==> src/rtl/mips_muldiv_pkg.sv <==
// mips_muldiv_pkg: shared definitions for the MIPS multiply/divide unit.
//   op_e     : MULT/MULTU/DIV/DIVU encodings as presented on the op port
//   state_e  : sequencer states (IDLE, CALC, FIX)
//   LAST_ITER: counter value of the final CALC iteration (32 iterations, 0..31)
package mips_muldiv_pkg;

  typedef enum logic [1:0] {
    OP_MULT  = 2'b00,
    OP_MULTU = 2'b01,
    OP_DIV   = 2'b10,
    OP_DIVU  = 2'b11
  } op_e;

  typedef enum logic [1:0] {
    S_IDLE = 2'b00,
    S_CALC = 2'b01,
    S_FIX  = 2'b10
  } state_e;

  localparam int LAST_ITER = 31;

  // op[1] selects divide, op[0] selects the unsigned flavour.
  function automatic logic op_is_div(input op_e o);
    return o[1];
  endfunction

  function automatic logic op_is_signed(input op_e o);
    return ~o[0];
  endfunction

endpackage

==> src/rtl/mips_muldiv_unit_twos_negate_64bit.sv <==
// twos_negate_64bit: conditional two's-complement negation.
//   neg  : 1 -> dout = -din, 0 -> dout = din
//   din  : 64-bit value
//   dout : 64-bit result
module twos_negate_64bit (
  input  logic        neg,
  input  logic [63:0] din,
  output logic [63:0] dout
);

  assign dout = neg ? (~din + 64'd1) : din;

endmodule

==> src/rtl/mips_muldiv_unit.sv <==
// mips_muldiv_unit: iterative MULT/MULTU/DIV/DIVU unit owning HI/LO.
//   clk, reset          : rising-edge clock, synchronous active-high reset
//   start, op           : launch an operation (sampled only while busy=0)
//   operand_a/operand_b : rs data and ALU-source mux output, needed only in
//                         the start cycle
//   hi_we, lo_we, wdata : MTHI/MTLO writes, honoured only when idle and no start
//   busy, done          : busy in CALC/FIX; done pulses the cycle after HI/LO update
//   div_zero            : last divide had a zero divisor, held until next start
//   hi, lo              : architectural HI/LO registers
//
// Handshake: start is accepted on any rising edge where busy=0 (including the
// done cycle); while busy=1 start and MTHI/MTLO are ignored. One bit per clock:
// 32 CALC cycles, then one FIX cycle that sign-corrects and writes HI/LO.
module mips_muldiv_unit
  import mips_muldiv_pkg::*;
#(
  parameter int WIDTH = 32,
  parameter int CNT_W = 6
) (
  input  logic             clk,
  input  logic             reset,
  input  logic             start,
  input  logic [1:0]       op,
  input  logic [WIDTH-1:0] operand_a,
  input  logic [WIDTH-1:0] operand_b,
  input  logic             hi_we,
  input  logic             lo_we,
  input  logic [WIDTH-1:0] wdata,
  output logic             busy,
  output logic             done,
  output logic             div_zero,
  output logic [WIDTH-1:0] hi,
  output logic [WIDTH-1:0] lo
);

  state_e               state_q, state_d;
  op_e                  op_q;
  logic                 sign_a_q, sign_b_q, dz_q;
  logic [WIDTH-1:0]     opa_q, opb_q;
  logic [2*WIDTH-1:0]   acc_q;
  logic [CNT_W-1:0]     cnt_q;
  logic [WIDTH-1:0]     hi_q, lo_q;
  logic                 done_q, div_zero_q;

  op_e                  op_in;
  logic                 sign_a_in, sign_b_in, divz_in;
  logic [2*WIDTH-1:0]   abs_a, abs_b, fix_main, fix_rem;

  assign op_in     = op_e'(op);
  assign sign_a_in = op_is_signed(op_in) & operand_a[WIDTH-1];
  assign sign_b_in = op_is_signed(op_in) & operand_b[WIDTH-1];
  assign divz_in   = op_is_div(op_in) && (operand_b == '0);

  // Magnitudes of the incoming operands (low half used).
  twos_negate_64bit u_abs_a (.neg(sign_a_in), .din({{WIDTH{1'b0}}, operand_a}), .dout(abs_a));
  twos_negate_64bit u_abs_b (.neg(sign_b_in), .din({{WIDTH{1'b0}}, operand_b}), .dout(abs_b));

  // FIX correction: full product for multiplies, quotient for divides;
  // the remainder follows the dividend's sign on its own negator.
  twos_negate_64bit u_fix_main (
    .neg (sign_a_q ^ sign_b_q),
    .din (op_is_div(op_q) ? {{WIDTH{1'b0}}, acc_q[WIDTH-1:0]} : acc_q),
    .dout(fix_main)
  );
  twos_negate_64bit u_fix_rem (
    .neg (sign_a_q),
    .din ({{WIDTH{1'b0}}, acc_q[2*WIDTH-1:WIDTH]}),
    .dout(fix_rem)
  );

  // Upper halves of 32-bit negations carry no information.
  logic unused_upper;
  assign unused_upper = ^{abs_a[2*WIDTH-1:WIDTH], abs_b[2*WIDTH-1:WIDTH],
                          fix_rem[2*WIDTH-1:WIDTH]};

  // Multiply step: add multiplicand into the upper half when the current
  // multiplier LSB is set, then shift the 65-bit {carry, acc} right.
  logic [WIDTH:0]       mul_sum;
  logic [2*WIDTH-1:0]   mul_next;
  assign mul_sum  = {1'b0, acc_q[2*WIDTH-1:WIDTH]} + (opb_q[0] ? {1'b0, opa_q} : '0);
  assign mul_next = {mul_sum, acc_q[WIDTH-1:1]};

  // Divide step: acc = {remainder, dividend/quotient}. Shift the next
  // dividend bit into a 33-bit trial remainder and restore on borrow.
  logic [WIDTH:0]       rem_shift, rem_diff;
  logic                 q_bit;
  logic [WIDTH-1:0]     rem_new;
  logic [2*WIDTH-1:0]   div_next;
  assign rem_shift = acc_q[2*WIDTH-1:WIDTH-1];
  assign rem_diff  = rem_shift - {1'b0, opb_q};
  assign q_bit     = ~rem_diff[WIDTH];
  assign rem_new   = q_bit ? rem_diff[WIDTH-1:0] : rem_shift[WIDTH-1:0];
  assign div_next  = {rem_new, acc_q[WIDTH-2:0], q_bit};

  always_comb begin
    state_d = state_q;
    case (state_q)
      S_IDLE:  if (start) state_d = divz_in ? S_FIX : S_CALC;
      S_CALC:  if (cnt_q == CNT_W'(LAST_ITER)) state_d = S_FIX;
      S_FIX:   state_d = S_IDLE;
      default: state_d = S_IDLE;
    endcase
  end

  always_ff @(posedge clk) begin
    if (reset) begin
      state_q    <= S_IDLE;
      op_q       <= OP_MULT;
      sign_a_q   <= 1'b0;
      sign_b_q   <= 1'b0;
      dz_q       <= 1'b0;
      opa_q      <= '0;
      opb_q      <= '0;
      acc_q      <= '0;
      cnt_q      <= '0;
      hi_q       <= '0;
      lo_q       <= '0;
      done_q     <= 1'b0;
      div_zero_q <= 1'b0;
    end else begin
      state_q <= state_d;
      done_q  <= 1'b0;
      case (state_q)
        S_IDLE: begin
          if (start) begin
            op_q       <= op_in;
            sign_a_q   <= sign_a_in;
            sign_b_q   <= sign_b_in;
            dz_q       <= divz_in;
            opa_q      <= abs_a[WIDTH-1:0];
            opb_q      <= abs_b[WIDTH-1:0];
            cnt_q      <= '0;
            div_zero_q <= 1'b0;
            // Divide by zero skips CALC: stage the raw dividend and the
            // all-ones quotient so FIX only has to copy them out.
            if (divz_in)                acc_q <= {operand_a, {WIDTH{1'b1}}};
            else if (op_is_div(op_in))  acc_q <= {{WIDTH{1'b0}}, abs_a[WIDTH-1:0]};
            else                        acc_q <= '0;
          end else begin
            if (hi_we) hi_q <= wdata;
            if (lo_we) lo_q <= wdata;
          end
        end
        S_CALC: begin
          cnt_q <= cnt_q + 1'b1;
          if (op_is_div(op_q)) begin
            acc_q <= div_next;
          end else begin
            acc_q <= mul_next;
            opb_q <= opb_q >> 1;
          end
        end
        S_FIX: begin
          done_q <= 1'b1;
          if (dz_q) begin
            hi_q       <= acc_q[2*WIDTH-1:WIDTH];
            lo_q       <= acc_q[WIDTH-1:0];
            div_zero_q <= 1'b1;
          end else if (op_is_div(op_q)) begin
            hi_q <= fix_rem[WIDTH-1:0];
            lo_q <= fix_main[WIDTH-1:0];
          end else begin
            hi_q <= fix_main[2*WIDTH-1:WIDTH];
            lo_q <= fix_main[WIDTH-1:0];
          end
        end
        default: ;
      endcase
    end
  end

  assign busy     = (state_q != S_IDLE);
  assign done     = done_q;
  assign div_zero = div_zero_q;
  assign hi       = hi_q;
  assign lo       = lo_q;

endmodule
==> config.mk <==
export PLATFORM = sky130hd
export DESIGN_NAME = mips_muldiv_unit
export DESIGN_NICKNAME = d
export VERILOG_FILES = /design/src/rtl/mips_muldiv_pkg.sv /design/src/rtl/mips_muldiv_unit_twos_negate_64bit.sv /design/src/rtl/mips_muldiv_unit.sv
export SDC_FILE = /design/constraint.sdc
export NUM_CORES = 1
export LEC_CHECK = 0
export CAP_MARGIN = 20
export CORE_MARGIN = 1
export CORE_UTILIZATION = 30
export CTS_CLUSTER_SIZE = 40
export DETAILED_ROUTE_END_ITERATION = 16
export PLACE_DENSITY = 0.59
export SETUP_SLACK_MARGIN = 0.2
export SLEW_MARGIN = 0
export SYNTH_ARGS = -nofsm -noshare
export SYNTH_HDL_FRONTEND = slang
export SYNTH_SLANG_ARGS = --single-unit
==> constraint.sdc <==
create_clock -name clk -period 8.14 [get_ports clk]
set_input_delay 1.628 -clock clk [delete_from_list [all_inputs] [get_ports clk]]
set_output_delay 1.628 -clock clk [all_outputs]
set_load 0.01 [all_outputs]
logic_types.png
Bar = 50 um.
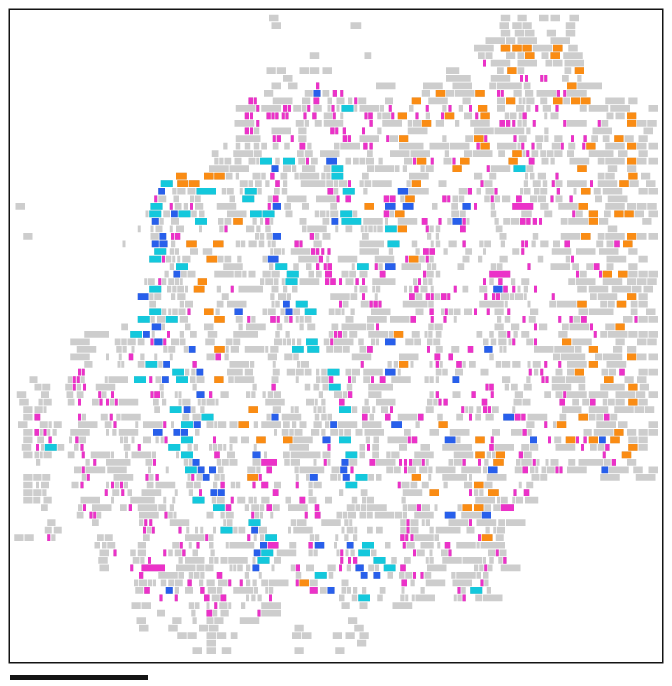
mux cells -> orange  # cells 110, most used mux2i_1
fa/ha/maj cells -> cyan  # cells 71, most used ha_1
non-inverting ao/oa cells -> blue  # cells 76, most used a21o_1
nor cells -> magenta  # cells 429, most used nor2_1, where widely spread
most common cell after layout, fill and taps aside: nor2_1
number of standard cells in the final layout excluding fillers: 2957
multi-input combinational area share: 58.8%

==> run summary <==
The following summarizes the physical implementation.

Job
The tool flagged a number of max-cap violations equal to 0.

Pwr
The script computed the net switching share of total power as 34.6%.

Layout
The post-route netlist has 5.44% of its cells at a drive strength greater than 1. The largest cell class by area is multi-input combinational cells.

Final timing
The count of final max-slew check failures is 0. Setup repair after global routing left no endpoint under its margin. The routed design could run at a clock period as short as 5.33 ns.

Detailed routing
The first-pass iteration count of the detailed router is 5. The count of nets left with antenna violations once routing finished came out at 0.

Placement
The final RePlAce weighted congestion is 0.969.

Clock network
The number of buffers inserted by hold repair at cts is 0. The total setup buffers inserted after CTS is 0. The TritonCTS sink count is 206.

Synth
Each instance of the synthesized netlist takes up on average 7.54 um2. Synthesis instantiated 74 different standard cells from the library. The Yosys step of the flow raised 0 warnings.

Outcome
The run finished with clean final reports.

Critical path
The critical path endpoint has a required time of 8.60 ns.

Global route
The global routing usage summed across all routing layers is 21.6%.

Floorplan
The vertical extent of the die is 235 um.
layer_met3.png
Bar = 50 um. Cells faint in the background.
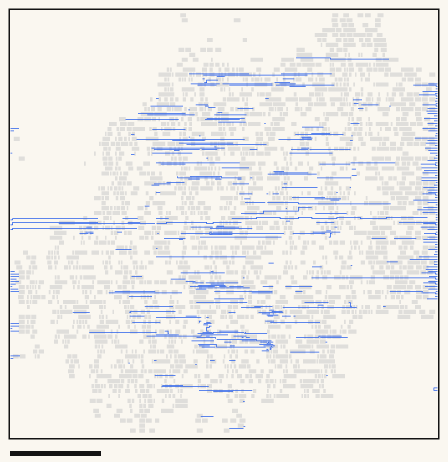
longest straight run = 68.3 um
share of all routed wire = 6.3%
nets with wire on the layer = 257
wire length on this layer = 3890 um
met3 Usage GRT: 3.26%
via count of the routed design: 16800
aggregate routed wire length: 61900 um

[power groups by stage]
| stage | sequential [mW] | clock (mW) | combinational [mW] |
|---|---|---|---|
| after CTS | 1.17 | 1.23 | 1.00 |
| after floorplan | 1.15 | 0 | 0.692 |
| final | 1.17 | 1.21 | 1.01 |
| after global routing | 1.18 | 1.27 | 1.11 |
| after detailed placement | 1.19 | 0 | 0.996 |
| after global placement | 1.19 | 0 | 0.987 |
[cells by family (layout without fill, tap and decap cells)]
logic type	after synthesis	in the layout	share of synthesized area (%)
flip-flops	206	206	25.2
other	0	1	0
buffers and inverters	209	302	4.94
adder cells (fa/ha/maj)	71	71	5.53
AND/OR/NAND/NOR	730	730	21.4
multiplexers	110	110	6.85
AND-OR/OR-AND	672	672	27.0
XOR/XNOR	169	169	9.05
[metal layers]
metal  global-route usage [%]  part of all wire [%]  vias up
li1                         -                     -     8080
met4                     5.19                   2.3        4
met3                     3.26                   6.3       94
met1                     29.0                    45     8026
met5                        0                 0.048        -
met2                     36.2                    46      570
[state kept, by name, summed over array words and instances (netlist names)]
register / flops
acc_q: 64
hi: 32
lo: 32
opa_q: 32
opb_q: 32
cnt_q: 6
state_q: 2
div_zero: 1
done: 1
dz_q: 1
op_q: 1
sign_a_q: 1
sign_b_q: 1
[critical path, stage by stage]
cell and delay [ns]:
clkdlybuf4s50_1 0.45, or4_1 0.60, or4b_1 0.61, nor4b_4 0.38
and4b_1 0.51, and2_1 0.64, buf_4 0.38, a22oi_1 0.12
a21boi_0 0.16, a221oi_1 0.27
[final timing paths]
kind          endpoint  slack [ns]  depth (start not counted)     startpoint
max          acc_q[48]        2.81                         10  operand_b[11]
min           opa_q[0]        0.45                          2       opa_q[0]
max reg2reg  acc_q[47]        3.52                         13      acc_q[31]
min reg2reg   opa_q[0]        0.45                          2       opa_q[0]
Power is estimated from default activity; no workload was simulated.
